## src/rtl/int_ctrl_n.sv

```systemverilog
// Interrupt controller: synchronises N_IRQ sources, latches edge/level requests,
// masks them and hands the lowest-index winner to the CPU over Ireq/Iack.
module int_ctrl_n #(
    parameter int unsigned N_IRQ      = 8,
    parameter logic [31:0] VEC_BASE   = 32'h0000_0020,
    parameter logic [31:0] VEC_STRIDE = 32'h0000_0008
) (
    input  logic             clk,
    input  logic             reset,
    input  logic [N_IRQ-1:0] irq_in,
    output logic             Ireq,
    input  logic             Iack,
    output logic [31:0]      vec_out,
    output logic [4:0]       irq_id,
    output logic             in_service,
    input  logic [1:0]       reg_addr,
    input  logic             reg_wr,
    input  logic [31:0]      reg_wdata,
    output logic [31:0]      reg_rdata
);

    localparam logic [1:0] ST_IDLE    = 2'd0;
    localparam logic [1:0] ST_REQ     = 2'd1;
    localparam logic [1:0] ST_SERVICE = 2'd2;

    localparam logic [4:0]  SPURIOUS_ID  = 5'(N_IRQ);
    localparam logic [31:0] SPURIOUS_VEC = VEC_BASE + 32'(N_IRQ) * VEC_STRIDE;

    logic [N_IRQ-1:0] s1_q, s1_d, s2_q, s2_d, s3_q, s3_d;
    logic [N_IRQ-1:0] mask_q, mask_d, mode_q, mode_d, pend_q, pend_d;
    logic [1:0]       state_q, state_d;
    logic             ireq_q, ireq_d;
    logic             in_service_q, in_service_d;
    logic [4:0]       irq_id_q, irq_id_d;
    logic [31:0]      vec_q, vec_d;

    logic [N_IRQ-1:0] wdata_n;
    logic [N_IRQ-1:0] req_vec;
    logic [N_IRQ-1:0] win_onehot;
    logic [N_IRQ-1:0] clr_vec;
    logic [N_IRQ-1:0] edge_set;
    logic             win_found;
    logic [4:0]       win_id;
    logic             ack_win;
    logic             wr_mask, wr_mode, wr_pend, wr_stat;
    logic             unused_wdata;

    assign wdata_n      = reg_wdata[N_IRQ-1:0];
    assign unused_wdata = ^reg_wdata;
    assign wr_mask      = reg_wr && (reg_addr == 2'd0);
    assign wr_mode      = reg_wr && (reg_addr == 2'd1);
    assign wr_pend      = reg_wr && (reg_addr == 2'd2);
    assign wr_stat      = reg_wr && (reg_addr == 2'd3);

    assign req_vec  = pend_q & mask_q;
    assign edge_set = s2_q & ~s3_q;

    // Lowest enabled pending index wins; the descending scan leaves it last.
    always_comb begin
        win_found = 1'b0;
        win_id    = 5'd0;
        for (int i = N_IRQ - 1; i >= 0; i--) begin
            if (req_vec[i]) begin
                win_found = 1'b1;
                win_id    = 5'(i);
            end
        end
    end

    always_comb begin
        state_d      = state_q;
        ireq_d       = ireq_q;
        in_service_d = in_service_q;
        irq_id_d     = irq_id_q;
        vec_d        = vec_q;
        ack_win      = 1'b0;
        case (state_q)
            ST_IDLE: begin
                if (win_found) begin
                    state_d = ST_REQ;
                    ireq_d  = 1'b1;
                end
            end
            ST_REQ: begin
                if (Iack) begin
                    ireq_d = 1'b0;
                    if (win_found) begin
                        state_d      = ST_SERVICE;
                        in_service_d = 1'b1;
                        irq_id_d     = win_id;
                        vec_d        = VEC_BASE + 32'(win_id) * VEC_STRIDE;
                        ack_win      = 1'b1;
                    end else begin
                        state_d  = ST_IDLE;
                        irq_id_d = SPURIOUS_ID;
                        vec_d    = SPURIOUS_VEC;
                    end
                end else if (!win_found) begin
                    state_d = ST_IDLE;
                    ireq_d  = 1'b0;
                end
            end
            ST_SERVICE: begin
                if (wr_stat) begin
                    state_d      = ST_IDLE;
                    in_service_d = 1'b0;
                end
            end
            default: begin
                state_d      = ST_IDLE;
                ireq_d       = 1'b0;
                in_service_d = 1'b0;
            end
        endcase
    end

    // Edge bits latch and a new edge beats any clear; level bits mirror s2.
    always_comb begin
        s1_d       = irq_in;
        s2_d       = s1_q;
        s3_d       = s2_q;
        mask_d     = wr_mask ? wdata_n : mask_q;
        mode_d     = wr_mode ? wdata_n : mode_q;
        win_onehot = ack_win ? (N_IRQ'(1) << win_id) : '0;
        clr_vec    = (wr_pend ? wdata_n : '0) | win_onehot;
        pend_d     = (mode_q & (edge_set | (pend_q & ~clr_vec))) | (~mode_q & s2_q);
    end

    always_ff @(posedge clk or negedge reset) begin
        if (!reset) begin
            s1_q         <= '0;
            s2_q         <= '0;
            s3_q         <= '0;
            mask_q       <= '0;
            mode_q       <= '0;
            pend_q       <= '0;
            state_q      <= ST_IDLE;
            ireq_q       <= 1'b0;
            in_service_q <= 1'b0;
            irq_id_q     <= 5'd0;
            vec_q        <= VEC_BASE;
        end else begin
            s1_q         <= s1_d;
            s2_q         <= s2_d;
            s3_q         <= s3_d;
            mask_q       <= mask_d;
            mode_q       <= mode_d;
            pend_q       <= pend_d;
            state_q      <= state_d;
            ireq_q       <= ireq_d;
            in_service_q <= in_service_d;
            irq_id_q     <= irq_id_d;
            vec_q        <= vec_d;
        end
    end

    always_comb begin
        reg_rdata = 32'd0;
        case (reg_addr)
            2'd0:    reg_rdata = 32'(mask_q);
            2'd1:    reg_rdata = 32'(mode_q);
            2'd2:    reg_rdata = 32'(pend_q);
            default: reg_rdata = {in_service_q, 26'd0, irq_id_q};
        endcase
    end

    assign Ireq       = ireq_q;
    assign in_service = in_service_q;
    assign irq_id     = irq_id_q;
    assign vec_out    = vec_q;

endmodule

```

## config.mk

```make
export PLATFORM = sky130hd
export DESIGN_NAME = int_ctrl_n
export DESIGN_NICKNAME = d
export VERILOG_FILES = /design/src/rtl/int_ctrl_n.sv
export SDC_FILE = /design/constraint.sdc
export NUM_CORES = 1
export LEC_CHECK = 0
export ABC_AREA = 1
export CELL_PAD_IN_SITES_DETAIL_PLACEMENT = 1
export CELL_PAD_IN_SITES_GLOBAL_PLACEMENT = 1
export CORE_AREA = 2 2 97 99
export DETAILED_ROUTE_END_ITERATION = 10
export DIE_AREA = 0 0 99 101
export GPL_TIMING_DRIVEN = 0
export PLACE_DENSITY = 0.81
export SLEW_MARGIN = 10
export SYNTH_ARGS = -nofsm -noshare
export SYNTH_HDL_FRONTEND = slang
export SYNTH_SLANG_ARGS = --single-unit
```

## constraint.sdc

```tcl
create_clock -name clk -period 2.25 [get_ports clk]
set_input_delay 0.45 -clock clk [delete_from_list [all_inputs] [get_ports clk]]
set_output_delay 0.45 -clock clk [all_outputs]
set_load 0.005 [all_outputs]
```

==> run_1/congestion.png <==
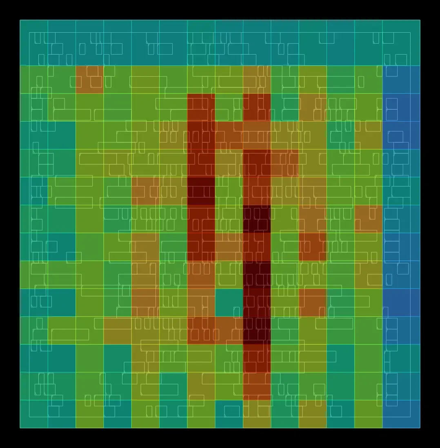
combined global-route utilization of all metal layers: 14.8%
Global Route met3 Usage: 4.37%
layer with the highest usage after global routing: met2

==> run_1/clk_routes.png <==
The bar under the picture is 20 um long.
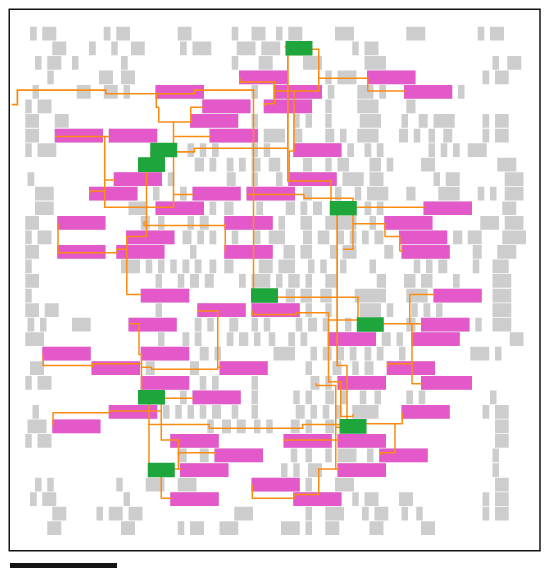
Green stands for clock drivers, count 9. Orange stands for clock wires, length 858 um. Magenta stands for flip-flops, count 58.
There are 10 routed clock nets.

==> run_1/wires.png <==
The bar under the picture is 20 um long.
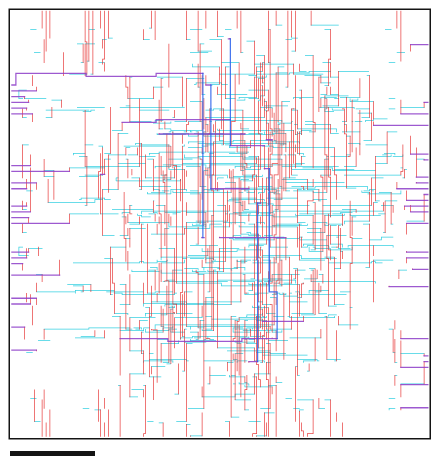
Cyan stands for metal 1, wire length 2,820 um. Purple stands for metal 3, wire length 410 um. Red stands for metal 2, wire length 3,520 um. Blue stands for metal 4, wire length 168 um.

==> run_1/io_placement.png <==
Pins as bars across the die edge, other pins in gray.
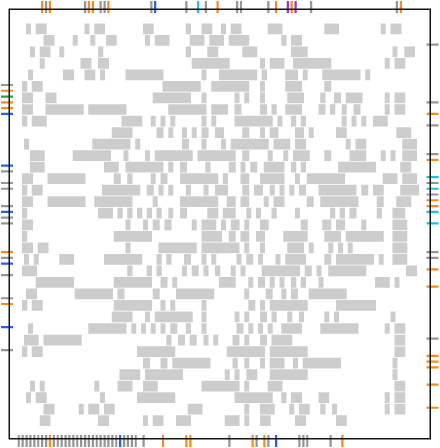
Green stands for reset, pins 1, direction input, edge left. Orange stands for reg_rdata, pins 32, direction output, edge 11 right, 9 top, 7 bottom, 5 left. Cyan stands for irq_id, pins 5, direction output, edge 4 right, 1 top. Purple stands for reg_addr, pins 2, direction input, edge top. Blue stands for irq_in, pins 8, direction input, edge 5 left, 2 bottom, 1 top.
All pins by edge: 46 bottom, 25 top, 24 right, 22 left.

==> metrics.log, run 1 <==
[metrics] run summary
INFO  metric place.port_buffers = 40
INFO  metric cp_data_arrival_time = 1.73 ns
INFO  metric synth_area = 2880 um2
INFO  metric dr.first_iter.drc_count = 100
INFO  metric synth_top_area_share = 49.5%
INFO  metric seq_area_frac_synth = between 50% and 60%
INFO  metric dp.final_hpwl = 5220 um
INFO  metric synthTopCellsByCount = 103 x sky130_fd_sc_hd__nand2_1, 57 x sky130_fd_sc_hd__dfrtp_1, 54 x sky130_fd_sc_hd__buf_4
INFO  metric setup_total_negative_slack = 0 ns
INFO  metric setup.reg_to_reg.worst_slack = ~0.74 ns
INFO  metric totalWireLength = 6910 um
INFO  metric fmaxAchievable = 459 MHz
INFO  metric floorplanUtilization = 32.1%
INFO  metric vias_per_cell = 4.22
INFO  metric fin_crit = 2.18 ns
INFO  metric timing.critical_path.fanout_max = 4
INFO  metric maxSlewViolCount = 0
INFO  metric final_cell_count_without_fillers = 551
INFO  metric cap_viol_max_count = 0
INFO  metric grt_max_degree = 59
INFO  metric wire_length_of_the_first_global_routing_pass = 11,400 um
INFO  metric chip_area = between 9000 and 10,000 um2
INFO  metric maximum_resistive_drop_on_vdd = 0.000245 V
INFO  metric synth-seq-cells = 58
INFO  metric cts.sink_count = 58
INFO  metric layout_cell_share_with_drive_strength_beyond_1 = a little under a quarter
INFO  metric ys_dominant_reg_cell = sky130_fd_sc_hd__dfrtp_1
INFO  metric power.leakage = 2.03 nW
INFO  metric floorplan.die.width = approximately 99 um
INFO  metric gp_routability_congestion = 0.931
INFO  metric placed_cell_count = around 530
INFO  metric cts_hold_buf = 0
INFO  metric cts_tree = built
INFO  metric final_hold_vios = 0
INFO  metric slew_headroom = 50.3%
INFO  metric log.warning_count = 50
INFO  metric netlist.top_cell.by_instances = sky130_fd_sc_hd__nand2_1
INFO  metric via_count = 2,325
INFO  metric vias_in_the_first_global_route = 2,398
INFO  metric synth.distinct_cells = 25
INFO  metric clockRootBuffer = sky130_fd_sc_hd__clkbuf_8
INFO  metric rows = 35
INFO  metric setup.worst_path.start = reg_addr[1]
INFO  metric syn2layout_area_growth = 32.3%
INFO  metric avgSynthCellArea = 8.71 um2
INFO  metric clk_pin_slew = 0.07 ns
INFO  metric ioPinCount = 117
INFO  metric netlist.top_cell.by_area = sky130_fd_sc_hd__dfrtp_1
INFO  metric final_net_count = 481
INFO  metric layout.filler_cells = 1,086
INFO  metric avgRoutedWirePerCell = 12.5 um
INFO  metric cts_max_level = 3
INFO  metric std_cell_core_area = 8980 um2
INFO  metric period_used_share = 96.7%
INFO  metric rr_startpoint = mask_q[0]$_DFFE_PN0P_
INFO  metric number_of_endpoints_failing_setup_at_the_final_stage = 0
INFO  metric hold_class = primary input to asynchronous set/reset pin
INFO  metric antenna_violating_nets_post_route = 0
INFO  metric post_synth_main_area_contributors = sky130_fd_sc_hd__dfrtp_1 49%, sky130_fd_sc_hd__buf_4 14%, sky130_fd_sc_hd__nand2_1 13%
INFO  metric final_util = 42.5%
INFO  metric count_of_library_flops_with_an_enable_pin = 0
INFO  metric result_of_the_run = finished, final reports clean
INFO  metric synth-cells-yosys = approximately 330
INFO  metric die_h = ~100 um
INFO  metric yosysChipArea = 2880 um2
INFO  metric number_of_buffers_created_by_cts = 9
INFO  metric timing.clock.skew = slightly below 0.008 ns
INFO  metric ys_warn_count = 0
INFO  metric capturing_element_type_of_the_critical_path = primary output
INFO  metric final.hold.worst_slack = roughly 0.17 ns
INFO  metric insertion_delay = 0.34 ns
INFO  metric cts_buffer_depth = 2
INFO  metric grt_setup_unrepaired = no
INFO  metric globalRoute.totalOverflow = 0
INFO  metric cp_data_required_time = around 1.8 ns
INFO  metric antenna_violations_before_repair = 0
INFO  metric power = between 3 and 4 mW
INFO  metric worst-slew-pin-transition = 0.745 ns
INFO  metric setup.worst_path.class = primary input to primary output
INFO  metric power_density_over_the_cells = slightly above 800 nW/um2
INFO  metric residual_drc_count = 0
INFO  metric number_of_instances_in_the_synthesized_netlist = roughly 330
## run 1: per-stage QoR
step           cell area [um2]  setup WS (ns)
3_3_place_gp              3610          -1.14
2_1_floorplan             3070          0.795
6_report                  3810         0.0735
4_1_cts                   3810        0.00509
5_1_grt                   3810        0.00335
3_5_place_dp              3610         -0.480
## run 1: sequential cells by signal, summed over array words and instances (netlist names)
register    flops
mask_q          8
mode_q          8
pend_q          8
s1_q            8
s2_q            8
s3_q            8
irq_id          4
state_q         2
vec_out         2
Ireq            1
in_service      1
## run 1: logic make-up after synthesis
kind of cell | count (synthesis) | synth area share (%)
buf+inv | 92 | 19.3
simple gates | 147 | 23.7
other cells | 1 | 0.130
compound gates | 33 | 6.51
flops | 58 | 50.4
## run 1: final cells by class
cell class	instances	area (um2)	area share, %
clock buffers	10	138	3.61
repair buffers	42	417	10.9
plain buffers	56	422	11.1
well taps	111	139	3.64
multi-input cells	232	1070	28.2
flip-flops and latches	58	1450	38.1
inverters	36	140	3.67
clock inverters	6	32.5	0.853
## run 1: worst paths after layout
check	end	cells past startpoint
worst min-delay path	s1_q[0]$_DFF_PN0_	1
worst min register to register	s2_q[4]$_DFF_PN0_	0
worst max-delay path	reg_rdata[7]	7
max in group asynchronous	mode_q[7]$_DFFE_PN0P_	1
worst max register to register	pend_q[5]$_DFF_PN0_	8
min in group clk	s2_q[4]$_DFF_PN0_	0
## run 1: critical path: stages
cell and delay, ns:
sky130_fd_sc_hd__clkdlybuf4s15_2 0.23, sky130_fd_sc_hd__inv_2 0.07, sky130_fd_sc_hd__nor2_4 0.15, sky130_fd_sc_hd__buf_4 0.16, sky130_fd_sc_hd__nand2_1 0.06, sky130_fd_sc_hd__nand3_1 0.11
sky130_fd_sc_hd__clkdlybuf4s50_1 0.51
## run 1: cells in the final DEF (no fill, tap or decap), drive strengths merged
cell           netlist  routed
o22ai                1       1
nor3                 2       2
dlygate4sd2          0       1
nand3               17      17
clkdlybuf4s50        0      35
o21a                 1       1
o21ai               24      24
inv                 36      36
buf                 56      59
clkinv               0       5
clkinvlp             0       1
clkbuf               0      10
nand2              111     111
o211ai               1       1
nand4                6       6
nor2                11      11
dfstp                1       1
a22o                 1       1
a21oi                5       5
dfrtp               57      57
dlymetal6s2s         0       1
conb                 1      52
clkdlybuf4s15        0       2
## run 1: routing by layer
metal / share of wire [%] / wire length (um) / up-vias / global-route usage, %
met5: 0 / 0 / - / 0
met4: 2.4 / 167 / 0 / 6.74
met3: 5.9 / 409 / 12 / 4.37
met2: 51 / 3520 / 67 / 25.7
met1: 41 / 2820 / 1111 / 16.7
li1: - / - / 1135 / -
## run 1: repair_timing
item | 4_1_cts | 5_1_grt
buffers inserted | 2 | 0
pin swaps | 1 | 0
endpoints found under the setup margin | 9 | 1
gates resized | 11 | 2
## run 1: power breakdown
group          leakage, nW  internal (mW)  switching, mW
Clock               0.0916          0.418          0.421
Sequential           0.696           1.22          0.147
Combinational         1.25          0.484          0.472
--- run 2 (diff from run 1) ---
--- a/config.mk
+++ b/config.mk
@@ -6,6 +6,7 @@
 export NUM_CORES = 1
 export LEC_CHECK = 0
 export ABC_AREA = 1
+export CAP_MARGIN = 20
 export CELL_PAD_IN_SITES_DETAIL_PLACEMENT = 1
 export CELL_PAD_IN_SITES_GLOBAL_PLACEMENT = 1
 export CORE_AREA = 2 2 97 99
@@ -13,6 +14,7 @@
 export DIE_AREA = 0 0 99 101
 export GPL_TIMING_DRIVEN = 0
 export PLACE_DENSITY = 0.81
+export SKIP_CTS_REPAIR_TIMING = 1
 export SLEW_MARGIN = 10
 export SYNTH_ARGS = -nofsm -noshare
 export SYNTH_HDL_FRONTEND = slang
==> run_2/clk_routes.png <==
The bar under the picture is 20 um long.
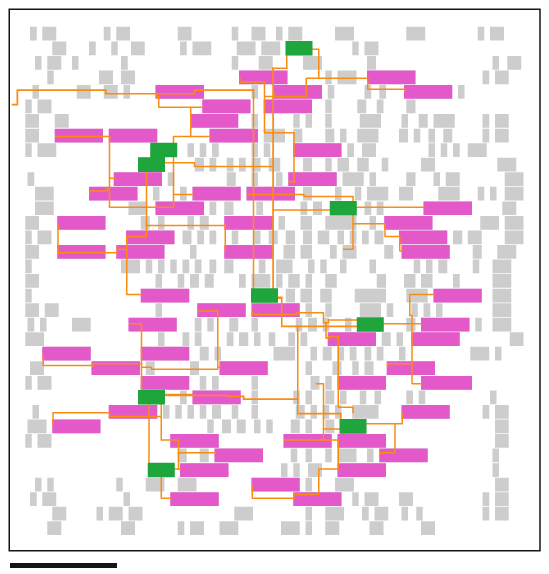
Orange stands for clock wires, length 855 um. Magenta stands for flip-flops, count 58. Green stands for clock drivers, count 9.
There are 10 routed clock nets.

==> metrics.log, run 2 <==
[metrics] run summary
INFO  metric result_of_the_run = finished, final reports clean (unchanged)
INFO  metric synthTopCellsByCount = 103 x sky130_fd_sc_hd__nand2_1, 57 x sky130_fd_sc_hd__dfrtp_1, 54 x sky130_fd_sc_hd__buf_4 (unchanged)
INFO  metric cp_data_required_time = 1.80 ns (about the same)
INFO  metric avgSynthCellArea = 8.71 um2 (unchanged)
INFO  metric layout.filler_cells = 1,095 (was 1,086)
INFO  metric cts_tree = built (unchanged)
INFO  metric number_of_instances_in_the_synthesized_netlist = 331 (unchanged)
INFO  metric netlist.top_cell.by_area = sky130_fd_sc_hd__dfrtp_1 (unchanged)
INFO  metric ys_warn_count = 0 (unchanged)
INFO  metric dr.first_iter.drc_count = 109 (was 100)
INFO  metric synth-seq-cells = 58 (unchanged)
INFO  metric layout_top_cells = 103 x sky130_fd_sc_hd__nand2_1, 57 x sky130_fd_sc_hd__dfrtp_1, 57 x sky130_fd_sc_hd__buf_4 (was 102 x sky130_fd_sc_hd__nand2_1, 57 x sky130_fd_sc_hd__dfrtp_1, 57 x sky130_fd_sc_hd__buf_4)
INFO  metric setup.worst_path.class = primary input to primary output (unchanged)
INFO  metric totalWireLength = 6870 um (was 6910 um)
INFO  metric hold_class = primary input to asynchronous set/reset pin (unchanged)
INFO  metric layout_cell_share_with_drive_strength_beyond_1 = 23.2% (was 23.6%)
INFO  metric number_of_buffers_created_by_cts = 9 (unchanged)
INFO  metric globalRoute.totalOverflow = 0 (unchanged)
INFO  metric cp_data_arrival_time = 1.77 ns (was 1.73 ns)
INFO  metric setup_total_negative_slack = 0 ns (unchanged)
INFO  metric chip_area = 10000 um2 (unchanged)
INFO  metric slew_headroom = 50.5% (was 50.3%)
INFO  metric residual_drc_count = 0 (unchanged)
INFO  metric crit_family = buffers and inverters (unchanged)
INFO  metric cap_viol_max_count = 0 (unchanged)
INFO  metric antenna_violating_nets_post_route = 0 (unchanged)
INFO  metric maxSlewViolCount = 0 (unchanged)
INFO  metric fin_crit = 2.22 ns (was 2.18 ns)
INFO  metric yosysChipArea = 2880 um2 (unchanged)
INFO  metric ioPinCount = 117 (unchanged)
INFO  metric synth.distinct_cells = 25 (unchanged)
INFO  metric clockRootBuffer = sky130_fd_sc_hd__clkbuf_8 (unchanged)
INFO  metric number_of_endpoints_failing_setup_at_the_final_stage = 0 (unchanged)
INFO  metric post_synth_main_area_contributors = sky130_fd_sc_hd__dfrtp_1 49%, sky130_fd_sc_hd__buf_4 14%, sky130_fd_sc_hd__nand2_1 13% (unchanged)
INFO  metric gp_routability_congestion = 0.931 (unchanged)
INFO  metric die_h = 101 um (unchanged)
INFO  metric crit_path_frequent_cell = sky130_fd_sc_hd__nand2_1
INFO  metric synth_area = 2880 um2 (unchanged)
INFO  metric period_used_share = 98.6% (was 96.7%)
INFO  metric maximum_resistive_drop_on_vdd = 0.000251 V (was 0.000245 V)
INFO  metric vias_per_cell = 4.17 (was 4.22)
INFO  metric place.port_buffers = 40 (unchanged)
INFO  metric dp.final_hpwl = 5220 um (unchanged)
INFO  metric log.warning_count = 50 (unchanged)
INFO  metric ys_dominant_reg_cell = sky130_fd_sc_hd__dfrtp_1 (unchanged)
INFO  metric capturing_element_type_of_the_critical_path = primary output (unchanged)
INFO  metric final_net_count = 481 (unchanged)
INFO  metric insertion_delay = 0.34 ns (about the same)
==> run_2/detail.png <==
The bar under the picture is 10 um long. Region (5, 5) to (45, 45) um. Cells in gray, sequential cells in the stronger gray; small squares are vias.
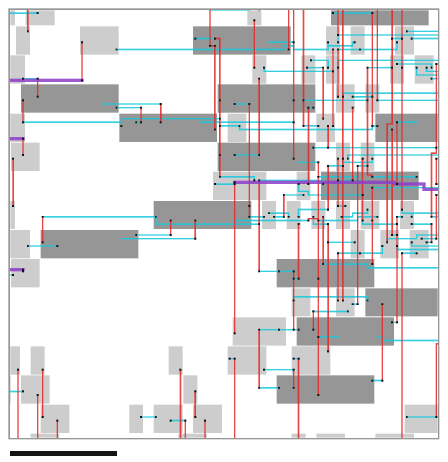
Purple stands for metal 3. Cyan stands for metal 1. Red stands for metal 2.
Most frequent: dfrtp_1 (14), nand2_1 (13), buf_4 (8). 62 logic cells have their middle in the window. Sequential cells in the window: 14. Netlist names of flops here include mode_q (3), s1_q (3), s2_q (3).

## run 2: worst max path at each step
stage | end | slack (ns) | cells after the start
2_1_floorplan | reg_rdata[3] | 0.79 | 6
3_3_place_gp | s2_q[4]$_DFF_PN0_ | -1.14 | 1
3_5_place_dp | reg_rdata[3] | -0.48 | 8
4_1_cts | reg_rdata[3] | -0.49 | 8
5_1_grt | reg_rdata[2] | -0.03 | 9
6_report | reg_rdata[2] | 0.03 | 9
## run 2: logic make-up (layout without fill, tap and decap cells)
family                 count (synthesis)  after routing  share of synthesized area (%)
AND/OR/NAND/NOR                      147            147                           23.7
other                                  1             52                          0.130
AND-OR/OR-AND                         33             33                           6.51
buffers and inverters                 92            150                           19.3
flip-flops                            58             58                           50.4
## run 2: final cells by class
class	count	area [um2]	share of cell area (%)
sequential	58	1450	38.3
buffer	56	422	11.1
clock inverter	6	32.5	0.858
inverter	36	138	3.63
multi-input combinational	232	1070	28.2
tap	111	139	3.66
timing repair buffer	42	403	10.6
clock buffer	10	138	3.63
## run 2: layer usage
metal | vias to the layer above | GRT usage (%) | wire length [um] | share of wire, %
li1 | 1134 | - | - | -
met1 | 1094 | 16.7 | 2820 | 41
met2 | 62 | 25.5 | 3530 | 51
met3 | 10 | 4.30 | 397 | 5.8
met4 | 0 | 6.43 | 132 | 1.9
met5 | - | 0 | 0 | 0
## run 2: report_power, final
group,switching [mW],leakage [nW],internal [mW]
sequential,0.146,0.696,1.22
clock,0.421,0.0916,0.418
combinational,0.471,1.23,0.486
## run 2: through the flow
stage	total power [mW]	utilization, %	std cells	area (um2)	worst slack (ns)
finish	3.17	42.2	551	3790	0.0309
global route	3.39	42.2	551	3790	-0.0299
CTS	3.21	42.1	549	3780	-0.494
detailed placement	2.35	40.2	533	3610	-0.480
global placement	2.29	40.3	533	3610	-1.14
floorplan	1.91	-	382	3070	0.795
Power figures rest on the tool's default switching activity, not on a simulated workload.
